==> src/rtl/reg_file_wb_sched.sv <==
// reg_file_wb_sched
// Writeback scheduler and scoreboard for a single-write-port register file.
// Two requesters compete for the write port: ALU writeback and memory-load
// writeback. Round-robin fairness decides conflicts. All register file write
// signals come straight from flops. A pending-write bit per register lets
// decode stall on read-after-write hazards.
//
// Ports
//   CLK, RST_n                     clock, async active-low reset
//   alu_valid/waddr/data, ready    ALU writeback request and handshake
//   mem_valid/waddr/data, ready    load writeback request and handshake
//   iss_valid, iss_waddr           issuing instruction destination (sets pending)
//   raddrA, raddrB, hazA, hazB     source registers and their hazard flags
//   write_en, waddr, dataALU_in,
//   dataMem_in, data_source        registered register file write port
//
// Arbiter state
//   last_grant | meaning
//   0          | ALU won the most recent handshake, MEM wins next conflict
//   1          | MEM won the most recent handshake, ALU wins next conflict
module reg_file_wb_sched #(
  parameter int W = 8,
  parameter int D = 4
) (
  input  logic         CLK,
  input  logic         RST_n,
  input  logic         alu_valid,
  input  logic [D-1:0] alu_waddr,
  input  logic [W-1:0] alu_data,
  output logic         alu_ready,
  input  logic         mem_valid,
  input  logic [D-1:0] mem_waddr,
  input  logic [W-1:0] mem_data,
  output logic         mem_ready,
  input  logic         iss_valid,
  input  logic [D-1:0] iss_waddr,
  input  logic [D-1:0] raddrA,
  input  logic [D-1:0] raddrB,
  output logic         hazA,
  output logic         hazB,
  output logic         write_en,
  output logic [D-1:0] waddr,
  output logic [W-1:0] dataALU_in,
  output logic [W-1:0] dataMem_in,
  output logic         data_source
);

  localparam int NREG = 2 ** D;
  localparam logic GRANT_ALU = 1'b0;
  localparam logic GRANT_MEM = 1'b1;

  logic            last_grant;
  logic [NREG-1:0] pend;
  logic            alu_hs;
  logic            mem_hs;
  logic [D-1:0]    grant_addr;

  // A side is ready when unopposed or when it lost the previous grant.
  // The two ready terms can never both admit a handshake in one cycle.
  assign alu_ready  = !mem_valid || (last_grant == GRANT_MEM);
  assign mem_ready  = !alu_valid || (last_grant == GRANT_ALU);
  assign alu_hs     = alu_valid && alu_ready;
  assign mem_hs     = mem_valid && mem_ready;
  assign grant_addr = mem_hs ? mem_waddr : alu_waddr;

  // Register 0 is never pending, so the address check only guards against
  // a stale bit; it keeps the hazard definition explicit.
  assign hazA = pend[raddrA] && (raddrA != '0);
  assign hazB = pend[raddrB] && (raddrB != '0);

  always_ff @(posedge CLK or negedge RST_n) begin
    if (!RST_n) begin
      last_grant  <= GRANT_MEM;
      write_en    <= 1'b0;
      waddr       <= '0;
      dataALU_in  <= '0;
      dataMem_in  <= '0;
      data_source <= 1'b0;
    end else begin
      if (alu_hs || mem_hs) begin
        last_grant  <= mem_hs ? GRANT_MEM : GRANT_ALU;
        waddr       <= grant_addr;
        data_source <= mem_hs;
        write_en    <= (grant_addr != '0);
        if (alu_hs) dataALU_in <= alu_data;
        if (mem_hs) dataMem_in <= mem_data;
      end else begin
        write_en <= 1'b0;
      end
    end
  end

  // Issue set takes priority over writeback clear on the same register.
  always_ff @(posedge CLK or negedge RST_n) begin
    if (!RST_n) begin
      pend <= '0;
    end else begin
      for (int i = 1; i < NREG; i++) begin
        if (iss_valid && (iss_waddr == D'(i)))
          pend[i] <= 1'b1;
        else if (write_en && (waddr == D'(i)))
          pend[i] <= 1'b0;
      end
      pend[0] <= 1'b0;
    end
  end

endmodule

==> config.mk <==
export PLATFORM = sky130hd
export DESIGN_NAME = reg_file_wb_sched
export DESIGN_NICKNAME = d
export VERILOG_FILES = /design/src/rtl/reg_file_wb_sched.sv
export SDC_FILE = /design/constraint.sdc
export NUM_CORES = 1
export LEC_CHECK = 0
export ABC_AREA = 0
export CELL_PAD_IN_SITES_DETAIL_PLACEMENT = 1
export CELL_PAD_IN_SITES_GLOBAL_PLACEMENT = 2
export CORE_MARGIN = 2
export CORE_UTILIZATION = 30
export CTS_CLUSTER_SIZE = 20
export DETAILED_ROUTE_END_ITERATION = 6
export PLACE_DENSITY_LB_ADDON = 0.1
export SYNTH_ARGS = -nofsm -noshare
export SYNTH_HDL_FRONTEND = slang
export SYNTH_SLANG_ARGS = --single-unit
==> constraint.sdc <==
create_clock -name CLK -period 2.6 [get_ports CLK]
set_input_delay 0.52 -clock CLK [delete_from_list [all_inputs] [get_ports CLK]]
set_output_delay 0.52 -clock CLK [all_outputs]
set_load 0.005 [all_outputs]
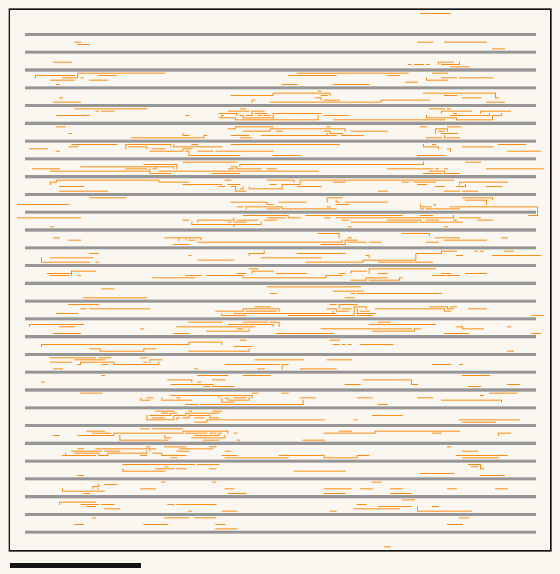
run_1/layer_met1.png
Scale bar: 20 µm. Supply wires on this layer in gray.
longest straight run: 28.1 µm
nets with wire on the layer: 228
main direction: horizontal
share of all routed wire: 40%
wire length on this layer: 2120 µm

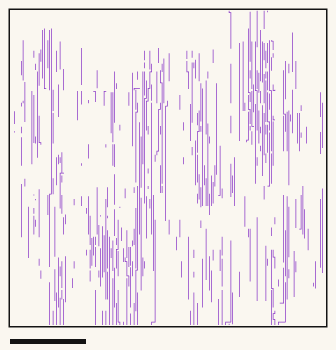
run_1/layer_met2.png
Scale bar: 20 µm.
share of all routed wire: 52%
nets with wire on the layer: 241
wire length on this layer: 2750 µm
longest straight run: 43.2 µm
main direction: vertical

==> results.toml, run 1 <==
# physical design summary
[place]
finalWeightedCongestion = 0.790
hpwlAfterDp_um = 4260

[setup_path]
critical_path.endpoint = "hazB"
worst_setup_path_startpoint = "raddrB[3]"
rr_endpoint = "dataALU_in[7]$_DFFE_PN0P_"
crit_fanout = 6
worst_path_max_delay_cell = "clkdlybuf4s50_1"
worstPathArrival_ns = 1.89

[synthesis]
synthTopLogicFamily = "multiplexers"
floorplan.nets = 194
avgSynthCellArea_um2 = 12.1
yosys_area_mm2 = 0.00185
post_synthesis_cell_area_mm2 = 0.00185
ys_top_cells_by_count = "37 x dfrtp_1, 30 x o21ai_0, 15 x mux2_2, 8 x nand2b_1"
edf_count = 0
synth_simple_gate_area_share = 0.104
ys.flops = 38
synthMostInstantiatedCell = "dfrtp_1"
synthDistinctLibCells = 28
ao_oa_area_share = 0.129
ys_seq_frac = 0.513

[finish]
antenna_cells = 0
layout.non_clock_inverters = 1
mostFrequentLayoutCells = "59 x clkdlybuf4s50_1, 37 x dfrtp_1, 30 x o21ai_0, 15 x mux2_2, 8 x nand2b_1"
buffers = 70
comb_total_area = 0.320
post_route_cells_drive_above_1_share = 0.199
nFillCells = 648
seqCellArea_um2 = 952
final_instance_count_without_filler_cells = 301

[detailed_routing]
post_route_met1_wirelength_um = 2120
highest_metal_layer_used_by_the_detailed_router = "met4"
post-route-drc-count = 0
detailroute.via_count = 1518
drt_pre_antenna_iters = 4

[clock_tree]
numClockSinks = 38
cts_resized = 7
cts.clk_slew.worst_paths_ns = 0.07

[power]
peakVddDrop_v = 0.000292
internal_power_uw = 1330
power.total_uw = 1870
pg_seq_uw = 894
power.share.combinational = 0.303
power.clock.fraction = 0.220

[final_timing]
final_critical_path_setup_slack_ns = 0.189
finalSetupTns_ns = 0
timing.final.setup_violations = 0
timing.fmax_mhz = 415

[run_status]
status = "finished, final reports clean"
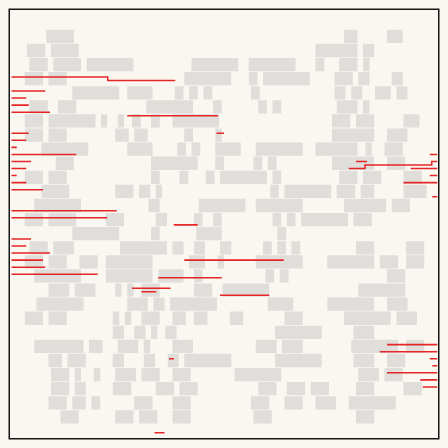
run_1/layer_met3.png
main direction: horizontal
longest straight run: 20.0 µm

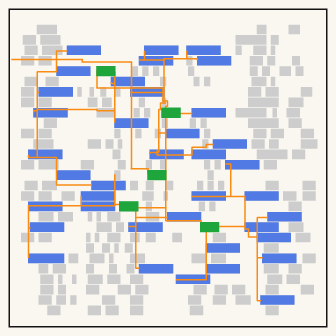
run_1/clk_routes.png
[orange] clock wires | length: 507 µm
[green] clock drivers | count: 5
[blue] flip-flops | count: 38
routed clock nets: 6

## Run 2: what changed since run 1
Settings changed: CTS_BUF_LIST set to sky130_fd_sc_hd__clkbuf_8.
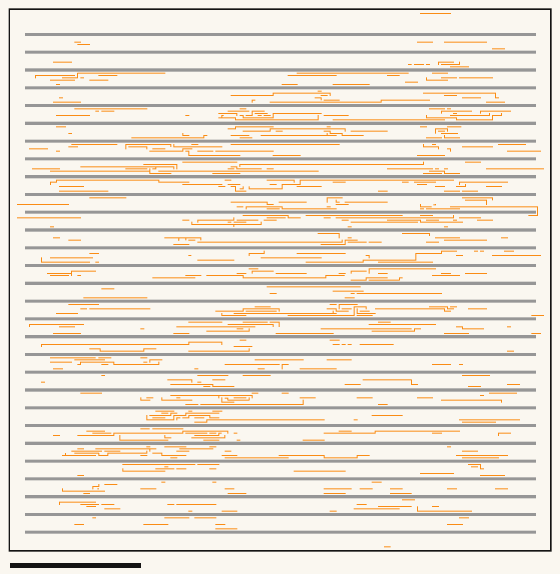
run_2/layer_met1.png
Scale bar: 20 µm. Supply wires on this layer in gray.
longest straight run: 28.1 µm
share of all routed wire: 40%
main direction: horizontal
wire length on this layer: 2120 µm
nets with wire on the layer: 228

==> run 2 against run 1 <==
  * Synthesized cell count unchanged
  * Global-route usage unchanged
  * Sequential power about the same
  * Clock power decreased by 1%
  * Largest cell class unchanged
==> results.toml, run 2 <==
# physical design summary
[run_status]
status = "finished, final reports clean"

[setup_path]
worst_setup_path_startpoint = "raddrB[3]"
rr_endpoint = "dataALU_in[7]$_DFFE_PN0P_"
worstPathArrival_ns = 1.89
crit_fanout = 6
r2r_slack_ns = 1.15

[synthesis]
synthTopLogicFamily = "multiplexers"
ys_seq_frac = 0.513
post_synthesis_cell_area_mm2 = 0.00185
ys_top_cells_by_count = "37 x dfrtp_1, 30 x o21ai_0, 15 x mux2_2, 8 x nand2b_1"
ys.flops = 38
yosys_area_mm2 = 0.00185
synthMostInstantiatedCell = "dfrtp_1"
synthDistinctLibCells = 28
avgSynthCellArea_um2 = 12.1
floorplan.nets = 194
ao_oa_area_share = 0.129

[power]
internal_power_uw = 1320
power.clock.fraction = 0.218
power.total_uw = 1870
peakVddDrop_v = 0.000292

[detailed_routing]
detailroute.via_count = 1518
highest_metal_layer_used_by_the_detailed_router = "met4"
drt_pre_antenna_iters = 4
vias_per_cell = 5.04
post-route-drc-count = 0

[finish]
nFillCells = 648
antenna_cells = 0
mostFrequentLayoutCells = "59 x clkdlybuf4s50_1, 37 x dfrtp_1, 30 x o21ai_0, 15 x mux2_2, 8 x nand2b_1"
buffers = 70
post_route_cells_drive_above_1_share = 0.199
seqCellArea_um2 = 952
final_instance_count_without_filler_cells = 301
flop_share_of_the_area = 0.355
layout.non_clock_inverters = 1
comb_total_area = 0.320

[final_timing]
final_critical_path_setup_slack_ns = 0.189
finalSetupTns_ns = 0
worst_pin_slew_ns = 0.864
timing.fmax_mhz = 415
timing.final.setup_violations = 0

[place]
finalWeightedCongestion = 0.790

[clock_tree]
numClockSinks = 38
cts.clk_slew.worst_paths_ns = 0.07
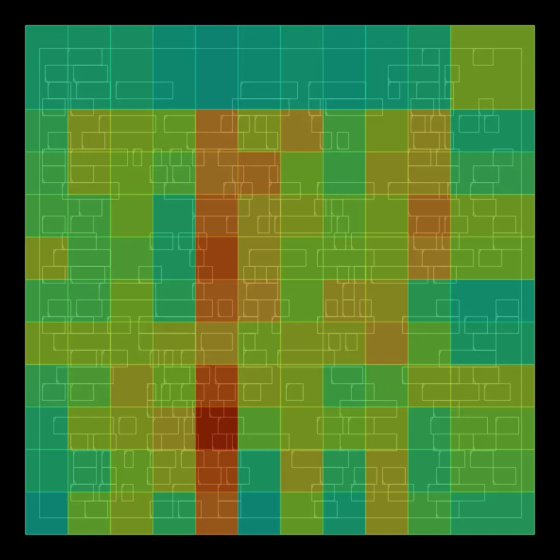
run_2/congestion.png
post-DR wirelength/cell: 17.4 µm
aggregate global-route resource usage: 0.171
met2 layer usage reported by global route: 0.303
met1 track demand over resource: 0.197
GR peak layer: met2

## Run 3: what changed since run 2
Settings changed: TNS_END_PERCENT set to 30.
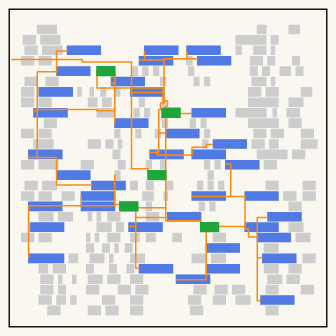
run_3/clk_routes.png
[orange] clock wires | length: 507 µm
[green] clock drivers | count: 5
[blue] flip-flops | count: 38
routed clock nets: 6
flops lie: all over the die

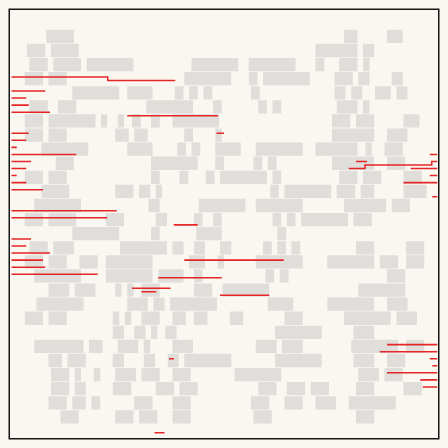
run_3/layer_met3.png
main direction: horizontal
longest straight run: 20.0 µm

==> run 3 against run 2 <==
  * Utilization stayed put
  * Highest routed layer unchanged
  * Clock skew stayed put
  * Area after synthesis stayed put
  * Critical path type unchanged
  * Routed wire length stayed put
  * Power stayed put
==> results.toml, run 3 <==
# physical design summary
[run_status]
status = "finished, final reports clean"

[final_timing]
finalSetupTns_ns = 0
final_critical_path_setup_slack_ns = 0.189
worst_pin_slew_ns = 0.864

[setup_path]
crit_fanout = 6
rr_endpoint = "dataALU_in[7]$_DFFE_PN0P_"
worst_path_max_delay_cell = "clkdlybuf4s50_1"
worst_setup_path_startpoint = "raddrB[3]"

[synthesis]
synthDistinctLibCells = 28
yosys_area_mm2 = 0.00185
synth_simple_gate_area_share = 0.104
synthMostInstantiatedCell = "dfrtp_1"

[clock_tree]
numClockSinks = 38
cts_resized = 7

[power]
pg_seq_uw = 894
power.share.combinational = 0.304
internal_power_uw = 1320

[detailed_routing]
post_drt_wl_per_cell_um = 17.4
vias_per_cell = 5.04
post-route-drc-count = 0

[grt]
grt.busiest_layer = "met2"

[finish]
antenna_cells = 0
Power is estimated from default activity; no workload was simulated.
